[config.mk]
export PLATFORM = sky130hd
export DESIGN_NAME = poly_fire_ctrl
export DESIGN_NICKNAME = d
export VERILOG_FILES = /design/src/rtl/poly_pkg.sv /design/src/rtl/poly_watchdog.sv /design/src/rtl/poly_fire_ctrl.sv
export SDC_FILE = /design/constraint.sdc
export NUM_CORES = 1
export LEC_CHECK = 0
export CAP_MARGIN = 30
export CORE_MARGIN = 4
export CORE_UTILIZATION = 66
export CTS_BUF_LIST = sky130_fd_sc_hd__clkbuf_2
export DETAILED_ROUTE_END_ITERATION = 12
export DONT_BUFFER_PORTS = 1
export PLACE_DENSITY = 0.82
export SYNTH_ARGS = -nofsm -noshare
export SYNTH_HDL_FRONTEND = slang
export SYNTH_HIERARCHICAL = 1
export SYNTH_SLANG_ARGS = --single-unit
[constraint.sdc]
create_clock -name clk -period 3 [get_ports clk]
set_input_delay 0.6 -clock clk [delete_from_list [all_inputs] [get_ports clk]]
set_output_delay 0.6 -clock clk [all_outputs]
set_load 0.02 [all_outputs]
[src/rtl/poly_pkg.sv]
// rtl/poly_pkg.sv - shared codes and state encoding for the polynomial accelerator firing controller
//
// Purpose: mode codes, status codes, default opcodes, controller state
// encoding and the status-word packing helper.
// Ports: none (package).

package poly_pkg;

  localparam logic [1:0] MODE_FETCH = 2'b00;
  localparam logic [1:0] MODE_EXEC  = 2'b01;

  localparam logic [1:0] ST_OK      = 2'd0;
  localparam logic [1:0] ST_ILLEGAL = 2'd1;
  localparam logic [1:0] ST_TIMEOUT = 2'd2;
  localparam logic [1:0] ST_ENGINE  = 2'd3;

  localparam int OP_STP = 0;
  localparam int OP_EVP = 1;
  localparam int OP_EVB = 2;
  localparam int OP_RST = 3;

  typedef enum logic [3:0] {
    S_IDLE,
    S_FETCH,
    S_FWAIT,
    S_DISPATCH,
    S_WAIT,
    S_PWR,
    S_FWR,
    S_EWR,
    S_SRST,
    S_FIN
  } state_t;

  // Status word low byte: [7:4] engine index, [1:0] code, rest zero.
  function automatic logic [7:0] make_status(input logic [1:0] code, input logic [3:0] idx);
    return {idx, 2'b00, code};
  endfunction

endpackage

[src/rtl/poly_watchdog.sv]
// rtl/poly_watchdog.sv - saturating wait-cycle watchdog
//
// Purpose: counts enabled cycles since the last clear; expired is high
// once the count equals TIMEOUT. TIMEOUT=0 keeps expired low.
// Ports:
//   clk, rst   clock, asynchronous active-low reset
//   clr        synchronous clear (wins over en)
//   en         count enable
//   expired    count has reached TIMEOUT

module poly_watchdog #(
  parameter int TIMEOUT = 1024
) (
  input  logic clk,
  input  logic rst,
  input  logic clr,
  input  logic en,
  output logic expired
);

  localparam int CW = (TIMEOUT < 2) ? 1 : $clog2(TIMEOUT + 1);

  logic [CW-1:0] count;
  logic          at_limit;

  assign at_limit = (count == CW'(TIMEOUT));
  assign expired  = (TIMEOUT != 0) && at_limit;

  always_ff @(posedge clk or negedge rst) begin
    if (!rst) begin
      count <= '0;
    end else if (clr) begin
      count <= '0;
    end else if (en && !at_limit) begin
      count <= count + 1'b1;
    end
  end

endmodule

[src/rtl/poly_fire_ctrl.sv]
// rtl/poly_fire_ctrl.sv - CFDF firing-state controller with result muxing, partial acks and error status
//
// Purpose: runs one firing per start pulse: command fetch, engine dispatch,
// soft reset, or illegal-request report. Engine results are written to a
// single output port under out_full backpressure.
// Ports:
//   clk, rst                       clock, asynchronous active-low reset
//   start, mode, opcode            firing request (sampled in IDLE)
//   fetch_start / fetch_done       fetch engine handshake
//   op_start / op_done             per-engine start and final-result pulses
//   op_partial / op_ack            per-engine partial result and acknowledge
//   op_result, op_status           flattened engine results and codes
//   out_full / out_wr              output FIFO full / write enable
//   out_result, out_status         written result and status word
//   soft_rst_n                     one-cycle active-low soft reset pulse
//   busy, done                     not-idle flag, firing-complete pulse

module poly_fire_ctrl
  import poly_pkg::*;
#(
  parameter int WORD_SIZE  = 16,
  parameter int OP_W       = 8,
  parameter int NUM_OPS    = 3,
  parameter int RST_OPCODE = 3,
  parameter int TIMEOUT    = 1024
) (
  input  logic                         clk,
  input  logic                         rst,
  input  logic                         start,
  input  logic [1:0]                   mode,
  input  logic [OP_W-1:0]              opcode,
  output logic                         fetch_start,
  input  logic                         fetch_done,
  output logic [NUM_OPS-1:0]           op_start,
  input  logic [NUM_OPS-1:0]           op_done,
  input  logic [NUM_OPS-1:0]           op_partial,
  output logic [NUM_OPS-1:0]           op_ack,
  input  logic [NUM_OPS*WORD_SIZE-1:0] op_result,
  input  logic [NUM_OPS*2-1:0]         op_status,
  input  logic                         out_full,
  output logic                         out_wr,
  output logic [WORD_SIZE-1:0]         out_result,
  output logic [WORD_SIZE-1:0]         out_status,
  output logic                         soft_rst_n,
  output logic                         busy,
  output logic                         done
);

  state_t               state;
  logic [3:0]           sel;
  logic                 cur_done;
  logic                 cur_partial;
  logic [WORD_SIZE-1:0] cur_result;
  logic [1:0]           cur_code;
  logic [NUM_OPS-1:0]   sel_hot;
  logic [NUM_OPS-1:0]   op_hot;
  logic                 waiting;
  logic                 expired;

  // Loop-based mux keeps the 4-bit sel from indexing past NUM_OPS.
  always_comb begin
    cur_done    = 1'b0;
    cur_partial = 1'b0;
    cur_result  = '0;
    cur_code    = '0;
    sel_hot     = '0;
    op_hot      = '0;
    for (int i = 0; i < NUM_OPS; i++) begin
      if (sel == 4'(i)) begin
        cur_done    = op_done[i];
        cur_partial = op_partial[i];
        cur_result  = op_result[i*WORD_SIZE +: WORD_SIZE];
        cur_code    = op_status[i*2 +: 2];
        sel_hot[i]  = 1'b1;
      end
      op_hot[i] = (opcode == OP_W'(i));
    end
  end

  // Watchdog is held clear outside the wait states, so every entry into
  // FWAIT/WAIT (including the return from PWR after an ack) starts from 0.
  assign waiting = (state == S_FWAIT) || (state == S_WAIT);

  poly_watchdog #(.TIMEOUT(TIMEOUT)) u_watchdog (
    .clk     (clk),
    .rst     (rst),
    .clr     (!waiting),
    .en      (waiting),
    .expired (expired)
  );

  // Only the write-side strobes see out_full combinationally.
  assign busy   = (state != S_IDLE);
  assign out_wr = ((state == S_PWR) || (state == S_FWR) || (state == S_EWR)) && !out_full;
  assign op_ack = ((state == S_PWR) && !out_full) ? sel_hot : '0;
  assign done   = (state == S_FIN) || (((state == S_FWR) || (state == S_EWR)) && !out_full);

  always_ff @(posedge clk or negedge rst) begin
    if (!rst) begin
      state       <= S_IDLE;
      sel         <= '0;
      fetch_start <= 1'b0;
      op_start    <= '0;
      soft_rst_n  <= 1'b1;
      out_result  <= '0;
      out_status  <= '0;
    end else begin
      fetch_start <= 1'b0;
      op_start    <= '0;
      soft_rst_n  <= 1'b1;
      case (state)
        S_IDLE: begin
          if (start) begin
            if (mode == MODE_FETCH) begin
              state       <= S_FETCH;
              fetch_start <= 1'b1;
            end else if (mode == MODE_EXEC && opcode < OP_W'(NUM_OPS)) begin
              state    <= S_DISPATCH;
              sel      <= opcode[3:0];
              op_start <= op_hot;
            end else if (mode == MODE_EXEC && opcode == OP_W'(RST_OPCODE)) begin
              state      <= S_SRST;
              soft_rst_n <= 1'b0;
            end else begin
              state      <= S_EWR;
              out_result <= '0;
              out_status <= WORD_SIZE'(make_status(ST_ILLEGAL, opcode[3:0]));
            end
          end
        end
        S_FETCH:    state <= S_FWAIT;
        S_FWAIT: begin
          if (fetch_done) begin
            state <= S_FIN;
          end else if (expired) begin
            state      <= S_EWR;
            soft_rst_n <= 1'b0;
            out_result <= '0;
            out_status <= WORD_SIZE'(make_status(ST_TIMEOUT, 4'hF));
          end
        end
        S_DISPATCH: state <= S_WAIT;
        S_WAIT: begin
          // Final result takes priority over a coincident partial and over timeout.
          if (cur_done) begin
            state      <= S_FWR;
            out_result <= cur_result;
            out_status <= WORD_SIZE'(make_status(cur_code, sel));
          end else if (cur_partial) begin
            state      <= S_PWR;
            out_result <= cur_result;
            out_status <= WORD_SIZE'(make_status(cur_code, sel));
          end else if (expired) begin
            state      <= S_EWR;
            soft_rst_n <= 1'b0;
            out_result <= '0;
            out_status <= WORD_SIZE'(make_status(ST_TIMEOUT, sel));
          end
        end
        S_PWR:        if (!out_full) state <= S_WAIT;
        S_FWR, S_EWR: if (!out_full) state <= S_IDLE;
        S_SRST:       state <= S_FIN;
        S_FIN:        state <= S_IDLE;
        default:      state <= S_IDLE;
      endcase
    end
  end

endmodule

### Layout detail, run 1

Bar = 10 um. Window x 23 to 53, y 23 to 53 um. Cells in gray, sequential cells in the stronger gray; small squares are vias.
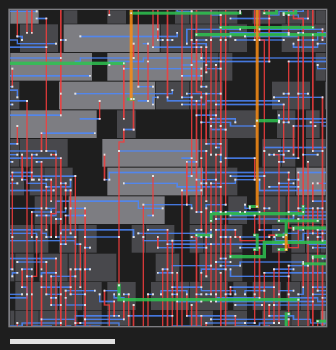
met2 -> red
met3 -> green
met4 -> orange
met1 -> blue
netlist names of flops here include = out_status (5), u_watchdog/count (3)
most frequent = nor2_1 (8), dfrtp_1 (8), a21oi_1 (7)
cells with their middle in the window = 79
sequential cells in the window = 8

### Metal layers overlaid, run 1

Only two layers are drawn.
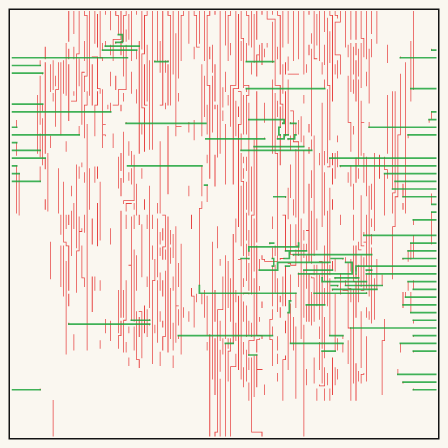
met2 -> red  # wire length 3640 um
met3 -> green  # wire length 609 um
routed length per instance: 18.7 um
drt total wl: 7290 um

==> impl_metrics.toml, run 1 <==
# synthesis and place-and-route metrics
[flow_run]
cap_violations = 0

[setup_path]
required_ns = 2.40
cp_data_arrival_time_ns = 2.20
max_stage_delay_ns = 0.69
r2r_setup_slack_ns = 0.41

[cells_and_area]
comb_area_frac = 0.546
comb_area_um2 = 1680
drive_gt1_frac = 0.0831
clk_share = 0.0134

[sta]
fin_skew_ns = 0.0362
hold_violations = 0
clock.fmax_mhz = 357
max_slew_margin = 0.465
worst_slew_pin_slew_ns = 0.795

[placement]
portBuffers = 0
dp_hpwl_um = 5490

[power]
pg_seq_w = 0.00113
power_w = 0.00245
powerClk_w = 0.000262
switching_share = 0.486

[clocking]
clock_path_buffers = 2
hold_buffers = 2
cts_tree = "built"
post_cts_buffers = 0

[grt]
grt_pass1_wl_um = 10800
antenna_found_initial = 0
busiest_layer = "met2"

[detailed_routing]
drt_iter0_drc = 213
top_layer = "met4"

[logic_synthesis]
ys_chip_area_um2 = 3000
ys_ff = 46
synth_top_area_share = 0.376
ys.warnings.count = 6
synth.cell_area_um2 = 3000
synthTopCellsByCount = "45 x dfrtp_1, 29 x nand2_1, 28 x o21ai_0"

[die]
coreArea_um2 = 4380
fp_util = 0.684
num_io_pins = 118

[status]
outcome = "finished clean"
### Metal 1, run 1

Supply wires on this layer in gray.
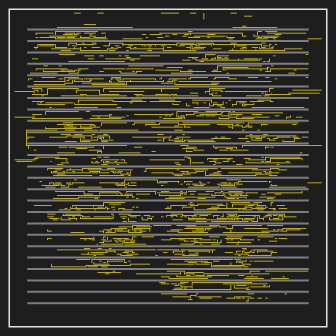
nets with wire on the layer = 359
longest straight run = 23.9 um
share of all routed wire = 41%
main direction = horizontal
wire length on this layer = 2980 um
GRT met1 Usage: 0.342
vias: 2596

-- run 1: layout by cell type (no fill, tap or decap), drive strengths merged, types with 2 or more instances in the layout --
cell,count
a2bb2oi,6
a21oi,19
a22o,15
nor2,21
or4,5
a22oi,3
o211ai,3
nand2,29
nand2b,4
and3,2
o21ai,29
dfrtp,45
ha,2
nor4,9
and2,4
nor3,10
or3,5
nand3,10
o31ai,5
nor3b,3
a211oi,3
buf,10
a32o,2
clkbuf,5
o21bai,2
mux2i,24
nand4,4
clkinv,3
nand3b,5
conb,10
inv,10
nor2b,11
-- run 1: registers in the layout (all words and copies together), names as in the netlist --
register / count
out_result: 16
out_status: 6
sel: 4
state: 4
fetch_start: 1
u_watchdog/count: 11
op_start: 3
soft_rst_n: 1
==> run 1 -> run 2 <==
--- a/config.mk
+++ b/config.mk
@@ -9,6 +9,7 @@
 export CORE_MARGIN = 4
 export CORE_UTILIZATION = 66
 export CTS_BUF_LIST = sky130_fd_sc_hd__clkbuf_2
+export CTS_CLUSTER_SIZE = 16
 export DETAILED_ROUTE_END_ITERATION = 12
 export DONT_BUFFER_PORTS = 1
 export PLACE_DENSITY = 0.82
==> run 2 against run 1 <==
Area after synthesis stayed put. Combinational power hardly changed. Synthesized cell count stayed put. Largest cell class unchanged.
==> impl_metrics.toml, run 2 <==
# synthesis and place-and-route metrics
[die]
coreArea_um2 = 4380
fp_util = 0.684
dieArea_um2 = 5680
fp.dieW_um = 75.4
die_h_um = 75.4
num_io_pins = 118

[setup_path]
crit_chain = "nand2b_1, nor2_1, nand3_1, nor3_1"
crit_path_end_kind = "primary output"
startpoint_type = "flip-flop"
cpLargestDelayFamily = "simple AND/OR/NAND/NOR gates"
required_ns = 2.40
worst-setup-path-type = "flip-flop to primary output"
cp_data_arrival_time_ns = 2.20
crit_fanout = 16
cpMaxStageDelayCell = "dfrtp_1"
path_buffers = 0
max_stage_delay_ns = 0.69

[logic_synthesis]
ys_sh_xor = 0.00292
synth.distinct_cells = 58
yosys-stat-cells = 337
ys_sh_mux = 0.0839
most_common_cell = "dfrtp_1"
ys_seq_share = 0.384
edf_count = 0
synth.cell_area_um2 = 3000
async_reset_ff_frac = 1.00
synth_top_area_share = 0.376
synthTopCellsByCount = "45 x dfrtp_1, 29 x nand2_1, 28 x o21ai_0"
ys.warnings.count = 6
yosysTopAreaCell = "dfrtp_1"
ys_ff = 46
ys_chip_area_um2 = 3000

[sta]
worst_slew_pin_slew_ns = 0.795
setup_slack_ns = 0.200
fin_skew_ns = 0.0362
setup_tns_ns = 0
hold_violations = 0
max_slew_margin = 0.465
clock.fmax_mhz = 357

[clocking]
clock_path_buffers = 2
clkTransAtPathRegs_ns = 0.25
post_cts_buffers = 0
clock-root-buffer = "clkbuf_2"
cts_tree = "built"

[power]
switching_share = 0.486
p_int_w = 0.00126
power_w = 0.00245
maxPowerGroup = "sequential cells"
powerClk_w = 0.000262
p_sw_w = 0.00119
pg_seq_w = 0.00113
power.leakage_nw = 1.24
ir_worst_vdd_uv = 519

[cells_and_area]
largest_reg_flops = 16
top_register = "out_result"
reg_top3 = "out_result (16), u_watchdog/count (11), out_status (6)"
most-common-layout-cells = "45 x dfrtp_1, 29 x nand2_1, 28 x o21ai_0"
drive_gt1_frac = 0.0831
num_antenna_cells = 0
layout_top_cell = "dfrtp_1"
comb_area_um2 = 1680

[detailed_routing]
drt_iter0_drc = 213
drt-total-wl_um = 7290
drt-pass1-iter-count = 5
wl_per_cell_um = 18.7
vias = 2596
top_layer = "met4"
ant_nets = 0

[placement]
post_dp_cell_area_um2 = 3010
dp_cells = 379
dp_slack_ns = 0.420
portBuffers = 0
dp_hpwl_um = 5490
gp_congestion = 0.871

[flow_run]
tool_warnings = 27
cap_violations = 0

[status]
outcome = "finished clean"

[grt]
antenna_found_initial = 0
busiest_layer = "met2"
grt.overflow.total = 0
met1_usage = 0.342
grt_pass1_wl_um = 10800

[min_path]
hold_class = "input pin to flip-flop"
-- run 2: layout make-up --
cell class,count,area share
well taps,52,0.0211
clock buffers,5,0.00811
multi-input cells,262,0.546
clock inverters,3,0.00527
inverters,10,0.0122
flip-flops and latches,46,0.373
repair buffers,11,0.0341
-- run 2: final timing paths --
kind	start	to	slack (ns)	cells past startpoint
max in group asynchronous	rst	u_watchdog/count[1]	2.11	2
hold reg to reg	u_watchdog/count[10]	u_watchdog/count[10]	0.59	2
setup / recovery	state[2]	op_ack[0]	0.20	4
hold / removal	mode[0]	fetch_start	0.19	1
setup reg to reg	state[2]	out_result[5]	0.41	5
min in group asynchronous	rst	state[3]	0.64	2
-- run 2: timing repair --
item,CTS,global route
hold buffers,2,0
endpoints found under the hold margin,46,0
endpoints found under the setup margin,0,0
### I/O nets highlighted, run 2

Bar = 20 um.
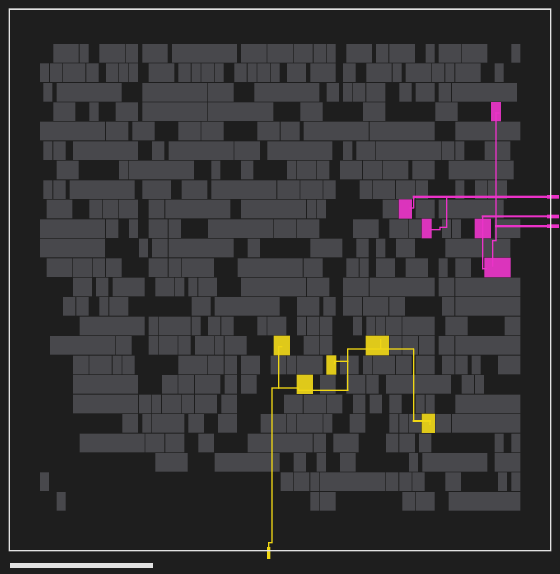
op_partial -> magenta  # bits 3, direction input, edge right, end cells 5, buffers 0, wire 73.7 um
fetch_done -> yellow  # bits 1, direction input, edge bottom, end cells 5, buffers 0, wire 71.2 um

### Clock nets, run 2

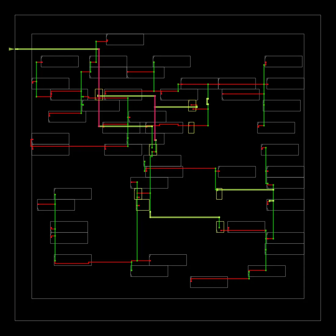
registers: 46
Clk Latency, worst-skew pair: 0.42 ns
Clock buffer cells: 5
clk sinks: 46
CTS Buf Count: 5

### Metal layers overlaid, run 2

Only two layers are drawn.
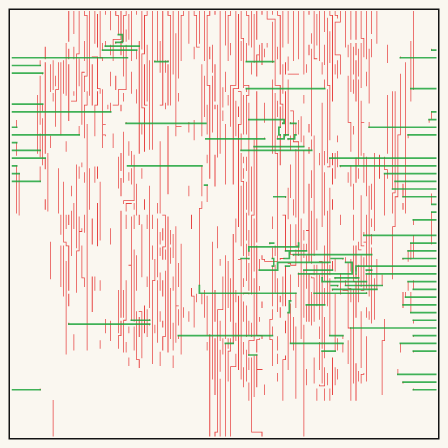
met3 -> green  # wire length 609 um
met2 -> red  # wire length 3640 um
Global Route Usage Sum: 0.247

No activity file was given, so power comes from the tool's default toggle rates.
